`src/rtl/pulse_gen_pkg.sv`:
```
// Shared encodings for the multi-channel edge-to-pulse generator.
package pulse_gen_pkg;

  localparam logic [1:0] EDGE_RISE = 2'b00;
  localparam logic [1:0] EDGE_FALL = 2'b01;
  localparam logic [1:0] EDGE_BOTH = 2'b10;
  localparam logic [1:0] EDGE_OFF  = 2'b11;

  typedef enum logic {
    ST_IDLE   = 1'b0,
    ST_ACTIVE = 1'b1
  } state_t;

endpackage

```
`src/rtl/pulse_chan.sv`:
```
// One pulse channel: input synchroniser, history flop, edge select, pulse FSM with down-counter.
//  state     | meaning
//  ST_IDLE   | output low, waiting for a selected edge
//  ST_ACTIVE | output high, cnt counts down to terminal count 0
module pulse_chan
  import pulse_gen_pkg::*;
#(
  parameter int CNT_W       = 4,
  parameter int SYNC_STAGES = 2
) (
  input  logic             clk,
  input  logic             rst_n,
  input  logic             signal_in,
  input  logic             armed,
  input  logic [1:0]       edge_sel,
  input  logic             retrig,
  input  logic [CNT_W-1:0] pulse_width,
  input  logic             overrun_clr,
  output logic             pulse_out,
  output logic             overrun
);

  logic             s;
  logic             s_d;
  logic             edge_hit;
  logic [CNT_W-1:0] width_eff;
  logic [CNT_W-1:0] load_val;
  state_t           state_q, state_d;
  logic [CNT_W-1:0] cnt_q, cnt_d;
  logic             ovr_d;

  generate
    if (SYNC_STAGES > 0) begin : g_sync
      logic [SYNC_STAGES-1:0] sync_q;
      always_ff @(posedge clk or negedge rst_n) begin
        if (!rst_n) begin
          sync_q <= '0;
        end else begin
          sync_q[0] <= signal_in;
          for (int i = 1; i < SYNC_STAGES; i++) sync_q[i] <= sync_q[i-1];
        end
      end
      assign s = sync_q[SYNC_STAGES-1];
    end else begin : g_nosync
      assign s = signal_in;
    end
  endgenerate

  always_ff @(posedge clk or negedge rst_n) begin
    if (!rst_n) s_d <= 1'b0;
    else        s_d <= s;
  end

  always_comb begin
    edge_hit = 1'b0;
    case (edge_sel)
      EDGE_RISE: edge_hit = s & ~s_d;
      EDGE_FALL: edge_hit = ~s & s_d;
      EDGE_BOTH: edge_hit = s ^ s_d;
      EDGE_OFF:  edge_hit = 1'b0;
      default:   edge_hit = 1'b0;
    endcase
    edge_hit = edge_hit & armed;
  end

  assign width_eff = (pulse_width == '0) ? CNT_W'(1) : pulse_width;
  assign load_val  = width_eff - CNT_W'(1);

  always_ff @(posedge clk or negedge rst_n) begin
    if (!rst_n) begin
      state_q <= ST_IDLE;
      cnt_q   <= '0;
      overrun <= 1'b0;
    end else begin
      state_q <= state_d;
      cnt_q   <= cnt_d;
      overrun <= ovr_d;
    end
  end

  // A dropped edge in the same cycle as overrun_clr leaves the bit set.
  always_comb begin
    state_d = state_q;
    cnt_d   = cnt_q;
    ovr_d   = overrun;
    if (overrun_clr) ovr_d = 1'b0;
    case (state_q)
      ST_IDLE: begin
        if (edge_hit) begin
          state_d = ST_ACTIVE;
          cnt_d   = load_val;
        end
      end
      ST_ACTIVE: begin
        if (edge_hit && retrig) begin
          cnt_d = load_val;
        end else begin
          if (edge_hit) ovr_d = 1'b1;
          if (cnt_q == '0) state_d = ST_IDLE;
          else             cnt_d   = cnt_q - CNT_W'(1);
        end
      end
      default: state_d = ST_IDLE;
    endcase
  end

  assign pulse_out = (state_q == ST_ACTIVE);

endmodule

```
`src/rtl/multi_pulse_gen.sv`:
```
// Multi-channel edge-to-pulse generator: shared arming counter plus one pulse_chan per input.
module multi_pulse_gen
  import pulse_gen_pkg::*;
#(
  parameter int CHANNELS    = 4,
  parameter int CNT_W       = 4,
  parameter int SYNC_STAGES = 2
) (
  input  logic                clk,
  input  logic                rst_n,
  input  logic [CHANNELS-1:0] signal_in,
  input  logic [1:0]          edge_sel,
  input  logic                retrig,
  input  logic [CNT_W-1:0]    pulse_width,
  input  logic                overrun_clr,
  output logic [CHANNELS-1:0] pulse_out,
  output logic [CHANNELS-1:0] busy,
  output logic [CHANNELS-1:0] overrun
);

  localparam int              ARM_W    = $clog2(SYNC_STAGES + 2);
  localparam logic [ARM_W-1:0] ARM_INIT = ARM_W'(SYNC_STAGES + 1);

  logic [ARM_W-1:0] arm_cnt;
  logic             armed;

  // Holds off edge detection until the synchroniser and history flops carry real input data.
  always_ff @(posedge clk or negedge rst_n) begin
    if (!rst_n)              arm_cnt <= ARM_INIT;
    else if (arm_cnt != '0)  arm_cnt <= arm_cnt - ARM_W'(1);
  end

  assign armed = (arm_cnt == '0);

  generate
    for (genvar ch = 0; ch < CHANNELS; ch++) begin : g_chan
      pulse_chan #(
        .CNT_W       (CNT_W),
        .SYNC_STAGES (SYNC_STAGES)
      ) u_chan (
        .clk         (clk),
        .rst_n       (rst_n),
        .signal_in   (signal_in[ch]),
        .armed       (armed),
        .edge_sel    (edge_sel),
        .retrig      (retrig),
        .pulse_width (pulse_width),
        .overrun_clr (overrun_clr),
        .pulse_out   (pulse_out[ch]),
        .overrun     (overrun[ch])
      );
    end
  endgenerate

  assign busy = pulse_out;

endmodule

```
`config.mk`:
```
export PLATFORM = sky130hd
export DESIGN_NAME = multi_pulse_gen
export DESIGN_NICKNAME = d
export VERILOG_FILES = /design/src/rtl/pulse_gen_pkg.sv /design/src/rtl/pulse_chan.sv /design/src/rtl/multi_pulse_gen.sv
export SDC_FILE = /design/constraint.sdc
export NUM_CORES = 1
export LEC_CHECK = 0
export ABC_AREA = 0
export CAP_MARGIN = 20
export CORE_MARGIN = 5
export CORE_UTILIZATION = 30
export CTS_CLUSTER_DIAMETER = 60
export DETAILED_ROUTE_END_ITERATION = 8
export PLACE_DENSITY = 0.49
export SYNTH_ARGS = -nofsm -noshare
export SYNTH_HDL_FRONTEND = slang
export SYNTH_SLANG_ARGS = --single-unit
export TNS_END_PERCENT = 5
```
`constraint.sdc`:
```
create_clock -name clk -period 4.5 [get_ports clk]
set_clock_uncertainty 0.2 [all_clocks]
set_input_delay 0.45 -clock clk [delete_from_list [all_inputs] [get_ports clk]]
set_output_delay 0.45 -clock clk [all_outputs]
set_load 0.01 [all_outputs]
```
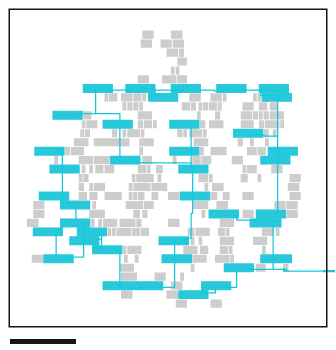
**Above:** run 1 (I/O nets highlighted).
Scale bar: 20 um.
legend:
  cyan:
    port: rst_n
    bits: 1
    direction: input
    edge: east
    end_cells: 38
    buffers: 1
    wire: 348 um

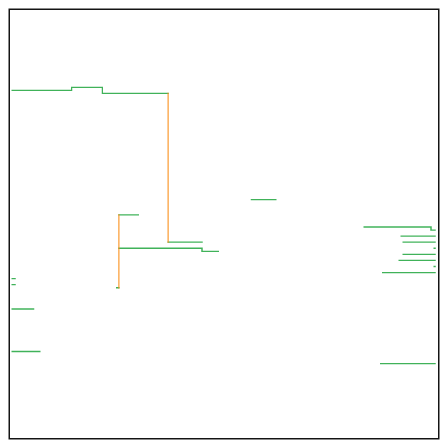
**Above:** run 1 (signal wires by layer).
Two of the layers only.
legend:
  green:
    layer: metal 3
    wire_length: 161 um
  orange:
    layer: metal 4
    wire_length: 49.6 um
detailed-route via count: 1496
Detailed Route WL: 4128 um
Wirelength per Cell: 12.47 um
GRT Overall Usage: 10.11%

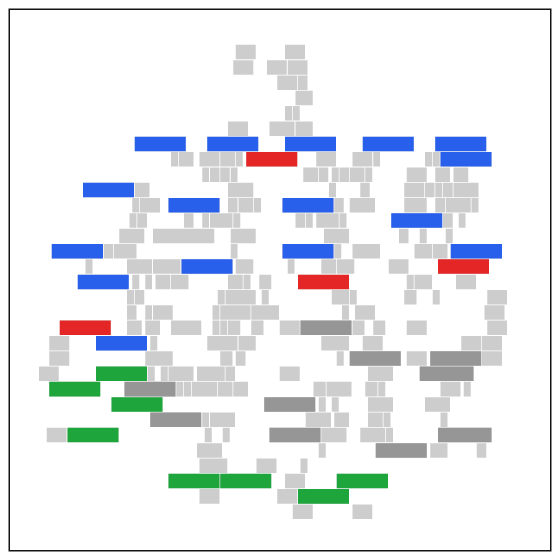
**Above:** run 1 (register map, names as in the netlist).
Other sequential cells in the stronger grey, the rest of the logic in the fainter grey.
legend:
  red:
    signal: g_chan.u_chan.pulse_out
    flops: 4
  blue:
    signal: g_chan.u_chan.cnt_q
    flops: 16
  green:
    signal: g_chan.u_chan.g_sync.sync_q
    flops: 8
not coloured: 10

==> out/qor.csv, run 1 <==
stage;metric;value;unit
final_layout;sequential fraction of total cell area;37.19;%
timing;worst-case setup margin in the final layout;2095;ps
route;highest routing layer actually used;met4;
worst_setup_path;arrival time of data at the critical path endpoint;2420;ps
power_and_ir_drop;combinational power share;40.9;%
synth;multiplexer area fraction after synthesis;7.353;%
final_layout;Layout area overhead;15.89;%
final_layout;clock network contribution to total cell area;4.148;%
place;Placed Area;0.002457;mm^2
power_and_ir_drop;sequential power;0.528;mW
worst_setup_path;Crit path buffers/inverters;1;
final_layout;Non-CTS buffers;25;
route;DRC violations left;0;
route;DRT antenna net count;0;
final_layout;sequential standard cell area;953.4;um^2
route;iteration tally of the first detailed-router pass;4;
place;worst setup slack after placement;1812;ps
timing;worst relative slew slack;42.18;%
grt;vias in the first global route;1513;
power_and_ir_drop;Pwr per Cell Area;533.9;mW/mm^2
grt;first-pass GRT wire length;7169;um
power_and_ir_drop;Power Combinational;0.560;mW
power_and_ir_drop;net switching component of the power;0.4829;mW
synth;post-synthesis compound-gate area fraction;15.89;%
job;Max Cap Viol;0;
final_layout;layout buffering overhead excluding clock cells;9.566;%
cts;root buf cell;clkbuf_8;
synth;net count entering floorplan;248;
route;total met2 wirelength after detailed routing;1925;um
power_and_ir_drop;maximum resistive drop on vdd;0.2268;mV
worst_setup_path;delay of the slowest critical-path stage;450;ps
final_layout;fraction of area in multi-input gates;39.29;%
synth;distinct cell type count of the synthesized netlist;33;
final_layout;number of fill cells;753;
worst_setup_path;endpoint of the lowest-slack register-to-register path;g_chan[2].u_chan.cnt_q[1];
grt;GRT Max-Usage Layer;met2;
synth;Area leader share;40.72;%
final_layout;largest register by flop count;g_chan.u_chan.cnt_q;
synth;top comb family, area;AND-OR/OR-AND gates;
power_and_ir_drop;total power;1.369;mW
synth;most frequent cell after synthesis;dfrtp_1;
timing;unrepaired setup endpoints after global routing;false;
final_layout;count of multi-input combinational gates;127;
timing;count of endpoints failing setup in the final report;0;
final_layout;Regs by FF count;g_chan.u_chan.cnt_q (16), g_chan.u_chan.g_sync.sync_q (8);
synth;mean instance size in the synthesized netlist;10.24;um^2
timing;Hold WS;59.68;ps
final_layout;ANT cells;0;
place;total half-perimeter wirelength after legalization and detailed placement;3180;um
timing;sum of negative setup slack;0;ps
cts;number of buffers created by CTS;5;
worst_setup_path;worst r2r path cells;7;
worst_setup_path;category of the most critical setup path;flop to flop;
synth;post-synth design cell area;0.002212;mm^2
timing;fmax;0.4158;GHz
synth;top cell types by occurrence after synthesis;36 x dfrtp_1, 34 x inv_1, 18 x ha_1;
synth;register area share after synthesis;43.10;%
die;Core Area;0.007214;mm^2
outcome;run status;complete, no violations;
route;wl on met1;1992;um
route;average vias per placed instance;4.520;
final_layout;core utilization of the finished layout;35.54;%
**Run 1: placement view**

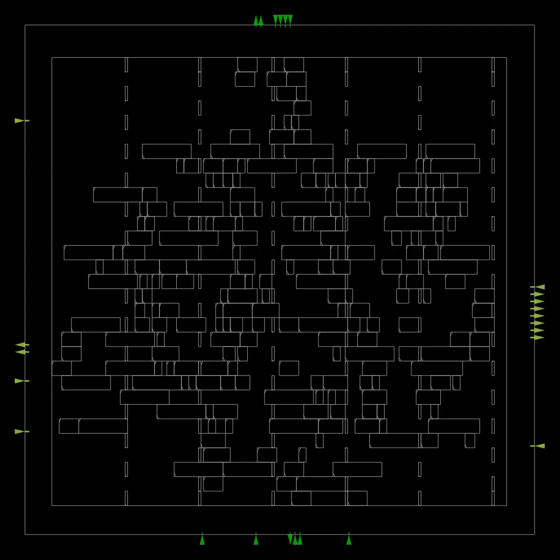

--- run 2 (diff from run 1) ---
==> constraint.sdc (replaced) <==
create_clock -name clk -period 2.4 [get_ports clk]
set_clock_uncertainty 0.2 [all_clocks]
set_input_delay 0.24 -clock clk [delete_from_list [all_inputs] [get_ports clk]]
set_output_delay 0.24 -clock clk [all_outputs]
set_load 0.01 [all_outputs]
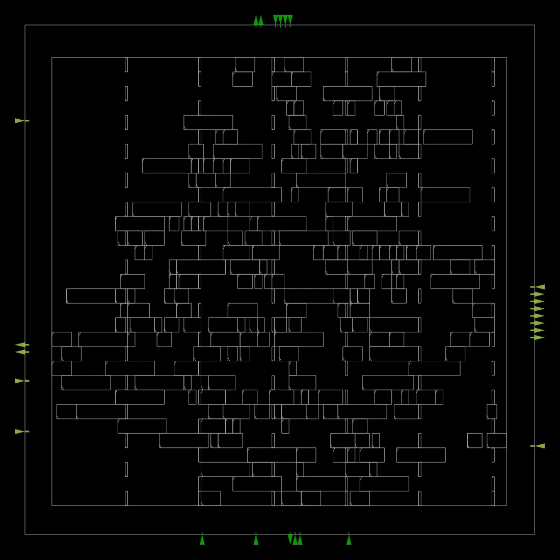
**Above:** run 2 (placement view).
sequential fraction of total cell area: 35.99%
Seq Cell Count: 38
tap cells: 99
number of cell rows: 31

==> run 2 against run 1 <==
Net effect: die size unchanged; highest routed layer unchanged; power increased by 92%; synthesized cell count unchanged; sequential share of layout area decreased by 1.2 points; combinational power rose by 95%; first-iteration DRC count down 4.5%; fmax grew 8.7%; critical path type unchanged; cell count increased by 3.3%; register-to-register slack lost 1900 ps.
==> out/qor.csv, run 2 <==
stage;metric;value;unit;change
route;wl on met1;2180;um;was 1992 um
power_and_ir_drop;combinational power share;41.4;%;was 40.9%
worst_setup_path;startpoint of the worst setup timing path;g_chan[0].u_chan.g_sync.sync_q[1];;was arm_cnt[0]
synth;async set-or-reset flop fraction in the synthesized netlist;100.0;%;unchanged
worst_setup_path;delay of the slowest critical-path stage;370;ps;was 450 ps
cts;clock tree from TritonCTS;yes;;unchanged
power_and_ir_drop;total power;2.622;mW;was 1.369 mW
cts;clk ins delay skew pair;290;ps;about the same
power_and_ir_drop;clock network fraction of design power;20.6;%;was 20.5%
timing;Hold WS;150.5;ps;was 59.68 ps
route;iteration tally of the first detailed-router pass;4;;unchanged
synth;multiplexer area fraction after synthesis;7.353;%;unchanged
grt;global routing usage on met1;14.06;%;was 13.07%
die;Core Area;0.007214;mm^2;unchanged
worst_setup_path;capturing element type of the critical path;flop;;unchanged
final_layout;sequential standard cell area;953.4;um^2;unchanged
power_and_ir_drop;Pwr per Cell Area;990.1;mW/mm^2;was 533.9 mW/mm^2
final_layout;area occupied by multi-input gates;0.001007;mm^2;unchanged
cts;number of buffers created by CTS;5;;unchanged
worst_setup_path;worst r2r path cells;7;;unchanged
timing;unrepaired setup endpoints after global routing;false;;unchanged
cts;# H-tree levels;2;;unchanged
cts;Max clock buf depth;2;;unchanged
synth;Cell area leaders;dfrtp_1 41%, ha_1 10%, inv_1 5.8%;;unchanged
cts;PostCTS Resize Cnt;0;;unchanged
route;detailed-route via count;1536;;was 1496
synth;count of flip-flops with a built-in enable after synthesis;0;;unchanged
power_and_ir_drop;sequential power;0.998;mW;was 0.528 mW
worst_setup_path;biggest fanout along the worst timing path;6;;was 12
synth;Yosys reg bits;38;;unchanged
grt;vias in the first global route;1601;;was 1513
final_layout;core utilization of the finished layout;36.72;%;was 35.54%
final_layout;ANT cells;0;;unchanged
cts;number of buffers inserted by hold repair at cts;1;;was 0
synth;most used flip-flop cell;dfrtp_1;;unchanged
grt;first-pass GRT wire length;7707;um;was 7169 um
job;Max Cap Viol;0;;unchanged
final_layout;clock network contribution to total cell area;4.015;%;was 4.148%
final_layout;Non-CTS buffers;36;;was 25
grt;GRT Overall Usage;10.81;%;was 10.11%
grt;maximum number of pins on one net before global-route repair;39;;unchanged
cts;Reg clk slew, reported paths;70;ps;about the same
timing;worst relative slew slack;67.00;%;was 42.18%
final_layout;number of cells in the finished layout apart from fillers;342;;was 331
timing;slew at the pin with the worst max-slew slack;495.0;ps;was 867.3 ps
die;num ports;26;;unchanged
power_and_ir_drop;Power Combinational;1.09;mW;was 0.560 mW
route;DRC violations left;0;;unchanged
synth;XOR Share, Synth;0.7919;%;unchanged
power_and_ir_drop;power of the clock network;0.539;mW;was 0.281 mW
synth;post-synth design cell area;0.002212;mm^2;unchanged
cts;root buf cell;clkbuf_8;;unchanged
timing;sum of negative setup slack;0;ps;unchanged
power_and_ir_drop;net switching component of the power;0.9291;mW;was 0.4829 mW
worst_setup_path;reg-to-reg startpoint;g_chan[0].u_chan.g_sync.sync_q[1];;was arm_cnt[0]
place;Placed Area;0.002532;mm^2;was 0.002457 mm^2
final_layout;number of nets in the finished design;274;;was 263
outcome;run status;complete, no violations;;unchanged
final_layout;layout buffering overhead excluding clock cells;12.47;%;was 9.566%
place;total half-perimeter wirelength after legalization and detailed placement;3327;um;was 3180 um
worst_setup_path;cell depth of the worst setup path;7;;unchanged
grt;met2 Usage GRT;17.72;%;was 16.27%
worst_hold_path;terminating pin of the worst hold path;g_chan[0].u_chan.g_sync.sync_q[1];;
synth;top cell types by occurrence after synthesis;36 x dfrtp_1, 34 x inv_1, 18 x ha_1;;unchanged
worst_setup_path;category of the most critical setup path;flop to flop;;unchanged
final_layout;largest register by flop count;g_chan.u_chan.cnt_q;;unchanged
worst_hold_path;class of the worst hold path;flop to flop;;was input port to async pin
route;Wirelength per Cell;12.92;um;was 12.47 um
timing;fmax;0.4522;GHz;was 0.4158 GHz
final_layout;count of multi-input combinational gates;127;;unchanged
worst_setup_path;endpoint of the lowest-slack register-to-register path;g_chan[0].u_chan.cnt_q[1];;was g_chan[2].u_chan.cnt_q[1]
power_and_ir_drop;maximum resistive drop on vdd;0.4249;mV;was 0.2268 mV
synth;Area leader share;40.72;%;unchanged
synth;chip area in the Yosys report;0.002212;mm^2;unchanged
worst_setup_path;Reg2Reg Setup Slack;190;ps;was 2100 ps
worst_setup_path;Crit path buffers/inverters;1;;unchanged
die;core utilization at floorplan;30.66;%;unchanged
timing;final worst-path cycle share;92.15;%;was 53.44%
synth;register area share after synthesis;43.10;%;unchanged
job;tally of OpenROAD warnings;34;;unchanged
timing;count of endpoints failing setup in the final report;0;;unchanged
final_layout;number of fill cells;755;;was 753
synth;Adder Share, Synth;10.18;%;unchanged
final_layout;Logic inverters;34;;unchanged
synth;top comb family, area;AND-OR/OR-AND gates;;unchanged
final_layout;final instance area;0.002649;mm^2;was 0.002564 mm^2
power_and_ir_drop;leak pwr;1.221;nW;was 1.169 nW
cts;clock sink count;38;;unchanged
grt;total overflow reported by the global router;0;;unchanged
power_and_ir_drop;total internal power;1.693;mW;was 0.8858 mW
place;port buffer count;25;;unchanged
synth;distinct cell type count of the synthesized netlist;33;;unchanged
synth;mean instance size in the synthesized netlist;10.24;um^2;unchanged
worst_setup_path;critical path's top delay family;AND-OR/OR-AND gates;;unchanged
synth;number of warnings issued by yosys;0;;unchanged
final_layout;number of flip-flops under the largest register name;16;;unchanged
cts;post-CTS setup repair buffer count;0;;unchanged
worst_setup_path;arrival time of data at the critical path endpoint;2220;ps;was 2420 ps
route;highest routing layer actually used;met4;;unchanged
synth;yosys stat cell total;216;;unchanged
worst_setup_path;Cell Chain, Critical Path;inv_1 > ha_1 > and2_1 > o31ai_2 > a31o_2 > mux2_1 > a21oi_1;;was inv_1 > ha_1 > nand2_2 > or2_4 > o221ai_2 > mux2_2 > a21oi_1
place;GPL Wtd Cong;0.7288;;was 0.7835
final_layout;fraction of area in multi-input gates;38.03;%;was 39.29%
route;total met2 wirelength after detailed routing;2057;um;was 1925 um
final_layout;final-layout clock buffer total;7;;unchanged
synth;synthesized netlist cell count;216;;unchanged
worst_setup_path;Critical-path top delay cell;dfrtp_1;;was ha_1
route;violation count after the first detailed-route iteration;42;;was 44
route;DRT antenna net count;0;;unchanged
synth;post-synthesis compound-gate area fraction;15.89;%;unchanged
synth;most frequent cell after synthesis;dfrtp_1;;unchanged
final_layout;fraction of layout instances using a drive strength above 1;13.99;%;was 10.34%
worst_setup_path;Setup crit end;g_chan[0].u_chan.cnt_q[1];;was g_chan[2].u_chan.cnt_q[1]
timing;final hold viol count;0;;unchanged
synth;cell type contributing the most total cell area after synthesis;dfrtp_1;;unchanged
route;average vias per placed instance;4.491;;was 4.520
place;dpl cells;333;;was 323
final_layout;Regs by FF count;g_chan.u_chan.cnt_q (16), g_chan.u_chan.g_sync.sync_q (8);;unchanged
worst_setup_path;Worst setup SP type;flop;;unchanged
place;worst setup slack after placement;48.74;ps;was 1812 ps
timing;worst-case setup margin in the final layout;188.5;ps;was 2095 ps
final_layout;Layout area overhead;19.74;%;was 15.89%
grt;initial antenna violation count;0;;unchanged
power_and_ir_drop;switching fraction of total power;35.43;%;was 35.28%
die;Die Size;0.009191;mm^2;unchanged
die;die extent in y;95.87;um;unchanged
route;Detailed Route WL;4420;um;was 4128 um
synth;net count entering floorplan;248;;unchanged
grt;global routing met3 resource utilization;2.893;%;was 2.658%
grt;GRT Max-Usage Layer;met2;;unchanged
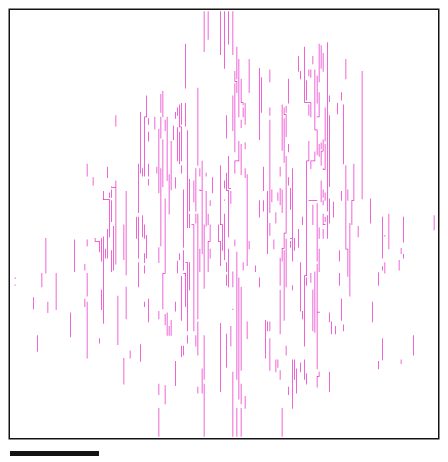
**Above:** run 2 (met2 routing).
Scale bar: 20 um.
nets with wire on the layer: 216
longest straight run: 37.7 um
main direction: vertical

**Run 2: register map, names as in the netlist**

Other sequential cells in the stronger grey, the rest of the logic in the fainter grey.
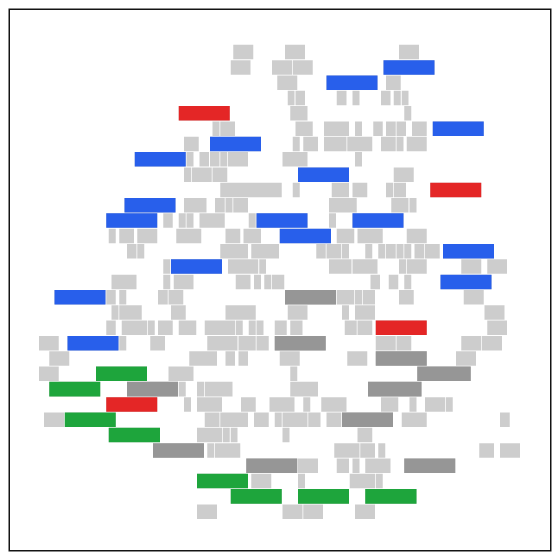

--- run 3 (diff from run 2) ---
--- a/config.mk
+++ b/config.mk
@@ -11,8 +11,10 @@
 export CORE_UTILIZATION = 30
 export CTS_CLUSTER_DIAMETER = 60
 export DETAILED_ROUTE_END_ITERATION = 8
+export HOLD_SLACK_MARGIN = 0.02
 export PLACE_DENSITY = 0.49
 export SYNTH_ARGS = -nofsm -noshare
 export SYNTH_HDL_FRONTEND = slang
+export SYNTH_HIERARCHICAL = 1
 export SYNTH_SLANG_ARGS = --single-unit
 export TNS_END_PERCENT = 5
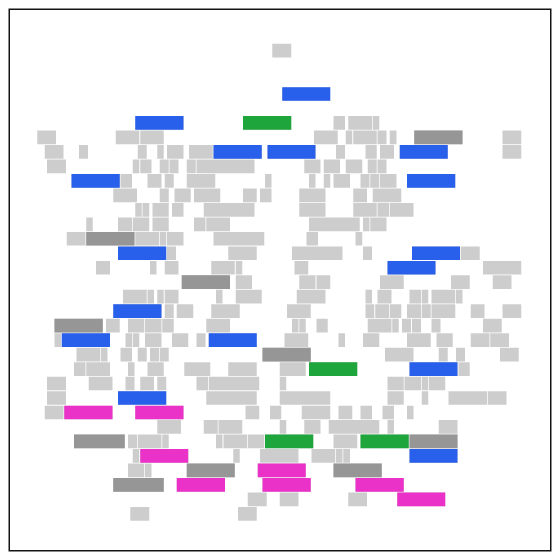
**Above:** run 3 (register map, names as in the netlist).
Other sequential cells in the stronger grey, the rest of the logic in the fainter grey.
legend:
  blue:
    signal: g_chan.u_chan/cnt_q
    flops: 16
  magenta:
    signal: g_chan.u_chan/g_sync.sync_q
    flops: 8
  green:
    signal: g_chan.u_chan/overrun
    flops: 4
not coloured: 10
sequential power: 1.08 mW
core utilization of the finished layout: 37.31%
sequential fraction of total cell area: 31.26%
sequential standard cell area: 953.4 um^2

==> run 3 against run 2 <==
Net effect: routed wire length up 15%; largest power group unchanged; global-route usage up 0.16 points; critical endpoint is now g_chan[3].u_chan/cnt_q[2]; flip-flop count unchanged; utilization up 0.60 points; cell count up 7.0%; die size up 12%; combinational power up 28%; register-to-register slack better by 270 ps; synthesized cell count up 6.0%; clock-buffer cell count unchanged; first-iteration DRC count down 14%.
==> out/qor.csv, run 3 <==
stage;metric;value;unit;change
timing;Hold WS;151.8;ps;was 150.5 ps
final_layout;fraction of area in multi-input gates;45.86;%;was 38.03%
synth;XOR Share, Synth;3.141;%;was 0.7919%
power_and_ir_drop;leak pwr;1.267;nW;was 1.221 nW
route;Detailed Route WL;5069;um;was 4420 um
synth;count of flip-flops with a built-in enable after synthesis;0;;unchanged
worst_setup_path;startpoint of the worst setup timing path;edge_sel[0];;was g_chan[0].u_chan.g_sync.sync_q[1]
final_layout;clock network contribution to total cell area;3.815;%;was 4.015%
synth;Cell area leaders;dfrtp_1 36%, ha_1 11%, o2111ai_4 8.4%;;was dfrtp_1 41%, ha_1 10%, inv_1 5.8%
grt;first-pass GRT wire length;8990;um;was 7707 um
worst_setup_path;Critical-path top delay cell;clkdlybuf4s50_1;;was dfrtp_1
final_layout;Logic inverters;30;;was 34
worst_setup_path;category of the most critical setup path;input port to flop;;was flop to flop
synth;mean instance size in the synthesized netlist;10.96;um^2;was 10.24 um^2
place;Placed Area;0.002924;mm^2;was 0.002532 mm^2
cts;clock tree from TritonCTS;yes;;unchanged
synth;Yosys reg bits;38;;unchanged
timing;slew at the pin with the worst max-slew slack;483.8;ps;was 495.0 ps
synth;top comb family, area;AND-OR/OR-AND gates;;unchanged
synth;yosys stat cell total;229;;was 216
die;die extent in y;101.5;um;was 95.87 um
synth;post-synthesis compound-gate area fraction;24.13;%;was 15.89%
outcome;run status;complete, no violations;;unchanged
final_layout;Seq Cell Count;38;;unchanged
place;dpl cells;357;;was 333
cts;post-CTS setup repair buffer count;0;;unchanged
final_layout;number of nets in the finished design;296;;was 274
die;Die Size;0.01030;mm^2;was 0.009191 mm^2
route;DRC violations left;0;;unchanged
synth;post-synth design cell area;0.002510;mm^2;was 0.002212 mm^2
grt;initial antenna violation count;0;;unchanged
synth;chip area in the Yosys report;0.002510;mm^2;was 0.002212 mm^2
worst_setup_path;Worst setup SP type;input port;;was flop
worst_setup_path;worst r2r path cells;6;;was 7
worst_hold_path;class of the worst hold path;flop to flop;;unchanged
cts;Max clock buf depth;2;;unchanged
grt;maximum number of pins on one net before global-route repair;27;;was 39
power_and_ir_drop;clock network fraction of design power;18.7;%;was 20.6%
job;Max Cap Viol;0;;unchanged
cts;clk ins delay skew pair;290;ps;about the same
power_and_ir_drop;maximum resistive drop on vdd;0.4666;mV;was 0.4249 mV
route;violation count after the first detailed-route iteration;36;;was 42
route;DRT antenna net count;0;;unchanged
place;GPL Wtd Cong;0.7426;;was 0.7288
synth;register area share after synthesis;37.99;%;was 43.10%
worst_setup_path;critical path's top delay family;multiplexers;;was AND-OR/OR-AND gates
final_layout;final-layout clock buffer total;7;;unchanged
job;tally of OpenROAD warnings;35;;was 34
die;Core Area;0.008175;mm^2;was 0.007214 mm^2
power_and_ir_drop;total internal power;1.935;mW;was 1.693 mW
cts;number of buffers inserted by hold repair at cts;1;;unchanged
final_layout;Regs by FF count;g_chan.u_chan/cnt_q (16), g_chan.u_chan/g_sync.sync_q (8);;was g_chan.u_chan.cnt_q (16), g_chan.u_chan.g_sync.sync_q (8)
worst_setup_path;biggest fanout along the worst timing path;8;;was 6
final_layout;fraction of layout instances using a drive strength above 1;18.39;%;was 13.99%
grt;global routing met3 resource utilization;2.755;%;was 2.893%
worst_setup_path;cell depth of the worst setup path;6;;was 7
route;wl on met1;2505;um;was 2180 um
place;port buffer count;25;;unchanged
die;core utilization at floorplan;30.70;%;was 30.66%
synth;Adder Share, Synth;10.97;%;was 10.18%
timing;fmax;0.5078;GHz;was 0.4522 GHz
timing;worst relative slew slack;67.40;%;was 67.00%
route;iteration tally of the first detailed-router pass;4;;unchanged
synth;number of warnings issued by yosys;6;;was 0
synth;most used flip-flop cell;dfrtp_1;;unchanged
timing;worst-case setup margin in the final layout;430.7;ps;was 188.5 ps
power_and_ir_drop;switching fraction of total power;36.54;%;was 35.43%
final_layout;number of fill cells;826;;was 755
route;Wirelength per Cell;13.85;um;was 12.92 um
power_and_ir_drop;Power Combinational;1.39;mW;was 1.09 mW
synth;top cell types by occurrence after synthesis;36 x dfrtp_1, 30 x inv_1, 22 x ha_1;;was 36 x dfrtp_1, 34 x inv_1, 18 x ha_1
route;detailed-route via count;1786;;was 1536
grt;GRT Overall Usage;10.97;%;was 10.81%
grt;vias in the first global route;1848;;was 1601
worst_setup_path;reg-to-reg startpoint;g_chan[3].u_chan/g_sync.sync_q[1];;was g_chan[0].u_chan.g_sync.sync_q[1]
worst_setup_path;delay of the slowest critical-path stage;510;ps;was 370 ps
grt;total overflow reported by the global router;0;;unchanged
grt;global routing usage on met1;15.08;%;was 14.06%
timing;sum of negative setup slack;0;ps;unchanged
worst_setup_path;capturing element type of the critical path;flop;;unchanged
final_layout;area occupied by multi-input gates;0.001399;mm^2;was 0.001007 mm^2
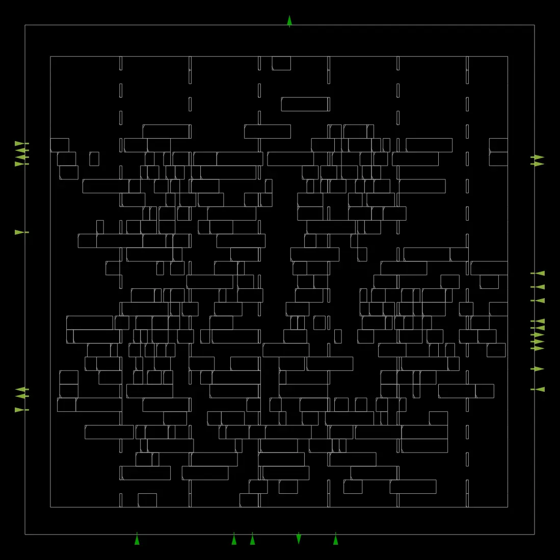
**Above:** run 3 (placement view).
number of cell rows: 33
number of cells in the finished layout apart from fillers: 366
tap cells: 105

No activity file was given, so power comes from the tool's default toggle rates.
